File: config.mk
export PLATFORM = sky130hd
export DESIGN_NAME = id_ex_stage
export DESIGN_NICKNAME = d
export VERILOG_FILES = /design/src/rtl/id_ex_stage_pkg.sv /design/src/rtl/id_ex_stage_lu_hazard_detect.sv /design/src/rtl/id_ex_stage.sv
export SDC_FILE = /design/constraint.sdc
export NUM_CORES = 1
export LEC_CHECK = 0
export CAP_MARGIN = 20
export CORE_MARGIN = 3
export CORE_UTILIZATION = 40
export DETAILED_ROUTE_END_ITERATION = 16
export PLACE_DENSITY_LB_ADDON = 0.1
export RECOVER_POWER = 50
export SLEW_MARGIN = 15
export SYNTH_ARGS = -nofsm -noshare
export SYNTH_HDL_FRONTEND = slang
export SYNTH_SLANG_ARGS = --single-unit
File: constraint.sdc
create_clock -name clk -period 2.56 [get_ports clk]
set_input_delay 0.768 -clock clk [delete_from_list [all_inputs] [get_ports clk]]
set_output_delay 0.768 -clock clk [all_outputs]
set_load 0.03 [all_outputs]
File: src/rtl/id_ex_stage_pkg.sv
// Shared types and macros for the ID/EX pipeline register.
`ifndef ID_EX_STAGE_DEFINES
`define ID_EX_STAGE_DEFINES
`define ZeroReg 5'b00000
`define AluOpW  5
`endif

package id_ex_stage_pkg;

    typedef logic [31:0] RegBus;
    typedef logic [4:0]  RegAddrBus;
    typedef logic [31:0] InstAddrBus;

    // EMPTY: no entry, FULL: valid entry, BUBBLE: invalid entry inserted by a load-use hazard
    typedef enum logic [1:0] {
        EMPTY  = 2'd0,
        FULL   = 2'd1,
        BUBBLE = 2'd2
    } id_ex_state_e;

endpackage

File: src/rtl/id_ex_stage_lu_hazard_detect.sv
// Load-use hazard detection: an ID instruction reading the destination of a load still in EX.
module lu_hazard_detect
    import id_ex_stage_pkg::*;
(
    input  logic      id_valid,
    input  RegAddrBus id_rs1,
    input  RegAddrBus id_rs2,
    input  logic      id_use_rs1,
    input  logic      id_use_rs2,
    input  logic      ex_valid,
    input  logic      ex_is_load,
    input  RegAddrBus ex_rd,
    output logic      hz
);

    logic rs1_match;
    logic rs2_match;

    // x0 is never a real producer, so a load to x0 cannot create a dependency
    always_comb begin
        rs1_match = id_use_rs1 && (id_rs1 == ex_rd);
        rs2_match = id_use_rs2 && (id_rs2 == ex_rd);
        hz = id_valid && ex_valid && ex_is_load && (ex_rd != `ZeroReg) && (rs1_match || rs2_match);
    end

endmodule

File: src/rtl/id_ex_stage.sv
// ID/EX pipeline register with load-use bubble insertion, EX back-pressure and branch flush.
module id_ex_stage
    import id_ex_stage_pkg::*;
#(
    parameter int ALU_OP_W = `AluOpW,
    parameter int CNT_W    = 16
) (
    input  logic                clk,
    input  logic                rst_n,
    input  logic                flush_i,
    input  logic                id_valid_i,
    output logic                id_ready_o,
    input  InstAddrBus          id_pc_i,
    input  RegAddrBus           id_rs1_i,
    input  RegAddrBus           id_rs2_i,
    input  logic                id_use_rs1_i,
    input  logic                id_use_rs2_i,
    input  RegAddrBus           id_rd_i,
    input  logic                id_we_i,
    input  logic                id_is_load_i,
    input  logic [ALU_OP_W-1:0] id_alu_op_i,
    input  RegBus               id_imm_i,
    input  RegBus               fwd_data1_i,
    input  RegBus               fwd_data2_i,
    input  logic                ex_ready_i,
    output logic                ex_valid_o,
    output InstAddrBus          ex_pc_o,
    output RegBus               ex_op1_o,
    output RegBus               ex_op2_o,
    output RegBus               ex_imm_o,
    output RegAddrBus           ex_rd_o,
    output logic                ex_we_o,
    output logic                ex_is_load_o,
    output logic [ALU_OP_W-1:0] ex_alu_op_o,
    output logic                hazard_o,
    output logic [CNT_W-1:0]    lu_stall_cnt_o
);

    id_ex_state_e state;
    id_ex_state_e state_next;
    logic         hz;
    logic         adv;
    logic         do_bubble;
    logic         do_load;

    function automatic logic [CNT_W-1:0] sat_inc(input logic [CNT_W-1:0] v);
        if (&v) begin
            return v;
        end
        return v + {{(CNT_W-1){1'b0}}, 1'b1};
    endfunction

    lu_hazard_detect u_lu_hazard_detect (
        .id_valid   (id_valid_i),
        .id_rs1     (id_rs1_i),
        .id_rs2     (id_rs2_i),
        .id_use_rs1 (id_use_rs1_i),
        .id_use_rs2 (id_use_rs2_i),
        .ex_valid   (ex_valid_o),
        .ex_is_load (ex_is_load_o),
        .ex_rd      (ex_rd_o),
        .hz         (hz)
    );

    // Handshake: the register may be overwritten when EX consumes it or it holds nothing
    always_comb begin
        adv        = ex_ready_i || !ex_valid_o;
        do_bubble  = !flush_i && hz && adv;
        do_load    = !flush_i && adv && id_valid_i && !hz;
        hazard_o   = hz;
        id_ready_o = flush_i || (adv && !hz);
    end

    // Next-state selection in flush > bubble > load > drain > hold priority
    always_comb begin
        state_next = state;
        if (flush_i) begin
            state_next = EMPTY;
        end else if (hz && adv) begin
            state_next = BUBBLE;
        end else if (adv && id_valid_i) begin
            state_next = FULL;
        end else if (adv) begin
            state_next = EMPTY;
        end
    end

    // FSM state register
    always_ff @(posedge clk or negedge rst_n) begin
        if (!rst_n) begin
            state <= EMPTY;
        end else begin
            state <= state_next;
        end
    end

    // Pipeline register: invalid entries also clear we/is_load so nothing downstream sees a stale write
    always_ff @(posedge clk or negedge rst_n) begin
        if (!rst_n) begin
            ex_valid_o   <= 1'b0;
            ex_pc_o      <= '0;
            ex_op1_o     <= '0;
            ex_op2_o     <= '0;
            ex_imm_o     <= '0;
            ex_rd_o      <= `ZeroReg;
            ex_we_o      <= 1'b0;
            ex_is_load_o <= 1'b0;
            ex_alu_op_o  <= '0;
        end else if (do_load) begin
            ex_valid_o   <= 1'b1;
            ex_pc_o      <= id_pc_i;
            ex_op1_o     <= fwd_data1_i;
            ex_op2_o     <= fwd_data2_i;
            ex_imm_o     <= id_imm_i;
            ex_rd_o      <= id_rd_i;
            ex_we_o      <= id_we_i;
            ex_is_load_o <= id_is_load_i;
            ex_alu_op_o  <= id_alu_op_i;
        end else if (flush_i || adv) begin
            ex_valid_o   <= 1'b0;
            ex_we_o      <= 1'b0;
            ex_is_load_o <= 1'b0;
        end
    end

    // Saturating count of inserted load-use bubbles
    always_ff @(posedge clk or negedge rst_n) begin
        if (!rst_n) begin
            lu_stall_cnt_o <= '0;
        end else if (do_bubble) begin
            lu_stall_cnt_o <= sat_inc(lu_stall_cnt_o);
        end
    end

endmodule

==> images/layer_met2.png <==
(2 px per µm) Cells faint in the background.
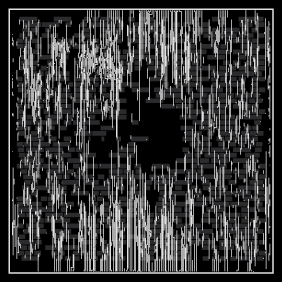
longest straight run: 58.6 µm
wire length on this layer: 9170 µm
nets with wire on the layer: 867
main direction: vertical
total wire length: 17940 µm
GRT met2 Usage: 36.26%

==> notes.md <==
run results: global routing usage on met1=23.21%, Reg-to-Reg Start=ex_rd_o[2]$_DFFE_PN0P_, Synth Seq Share=62.79%, Fill cells=1102, Top cells excl fill/tap=292 x clkdlybuf4s50_1, 156 x dfrtp_1, 83 x mux2_1, crit path cell chain=dlygate4sd2_1 -> xnor2_1 -> nand4_1 -> o22a_2 -> nor2_4 -> o21bai_4 -> buf_6, Final Setup Violations=between 80 and 90, sequential power=between 3000 and 4000 µW, met3 usage=7.901%, diode count=1, Post-synth top cells=157 x dfrtp_1, 87 x mux2_1, 52 x mux2_2, Multi-In Gates=228, Flop pwr share=38.3%, Setup Fix Bufs, Post-CTS=7, total die size=0.01718 mm², clk cell area share=5.380%, initial core utilization=41.01%, Iter 0 DRT Violations=232, Netlist Area Pre-Place=~0.0063 mm², Synth area leader=dfrtp_1, CP bufs+invs=2, net switching power=between 2000 and 2500 µW, Main area contributors=dfrtp_1 63%, mux2_1 16%, mux2_2 9.4%, xnor2_1 2.2%, buf_6 1.8%, DR WL/cell=about 18 µm, gr ovfl total=0, Leak=0.004397 µW, worst min-delay path startpoint=ex_op1_o[23]$_DFFE_PN0P_, CTS H-Tree Depth=4, top power consumer group=sequential cells, Top logic family=multiplexers, post-CTS resize count=25, flip-flops with a built-in enable=0, fa+ha+maj area frac=0.2000%, remaining antenna violation count=0, Worst Hold Depth=1, cts hold-fix bufs=0, TAP cells=211, clk pwr=2450 µW, min-delay worst type=reg2reg, FF+latch area=0.003930 mm², yosys aoi share=under 10%, number of global-route vias before repair=4993, Fin Setup TNS=-3.596 ns, floorplan net count=about 560, count leader, synth=dfrtp_1, post-route setup slack=-0.1457 ns, Log Warnings=28, cell total after placement=947, pre-CTS setup slack=-0.3978 ns, cycle use final=105.7%, area reported by Yosys stat=around 0.0063 mm², Area Growth Syn to Fin=69.11%, CTS sink count=around 160, Non-clock inverters=1, Switching Fraction=a little under a third, fin util=a little over two thirds, Post-Syn Instances=403, port bufs=315, Overall Power=~8000 µW, Worst setup SP type=input pin, share of cells above drive strength 1=between 15 and 20%, most numerous logic cell after layout=clkdlybuf4s50_1, DR vias/cell=4.815, xor/xnor share=under 10%, largest net degree at the start of global routing=54, Slew HR=21.82%, FFs w/ async S/R, synth=100.0%, hold endpoint=ex_op1_o[23]$_DFFE_PN0P_, Worst-Skew Late Latency=0.41 ns, io pins=316, root buffer cell=clkbuf_16, syn avg cell area=15.53 µm², hold_ws=0.4786 ns, violated checks=setup timing, Clock Skew=between 0.008 and 0.009 ns, Die W=around 130 µm, Final Hold Viols=0, Finished Layout Cells=982, clock-pin slew on the worst setup and hold paths=0.05 ns, status=finished with violations, RR Endpoint=ex_op1_o[9]$_DFFE_PN0P_, first-pass GRT wire length=~27000 µm, WP data arrival=1.94 ns, DR pass1 iterations=4, Seq area share=37.14%, CP peak stage delay=0.26 ns
==> images/layer_met3.png <==
(2 px per µm)
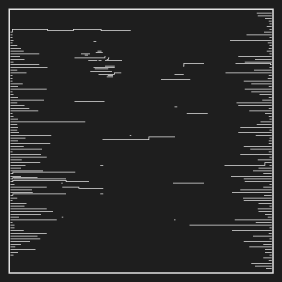
wire length on this layer: 1750 µm
main direction: horizontal
nets with wire on the layer: 193
longest straight run: 40.7 µm
share of all routed wire: 9.8%

Power and IR drop assume default switching activity.
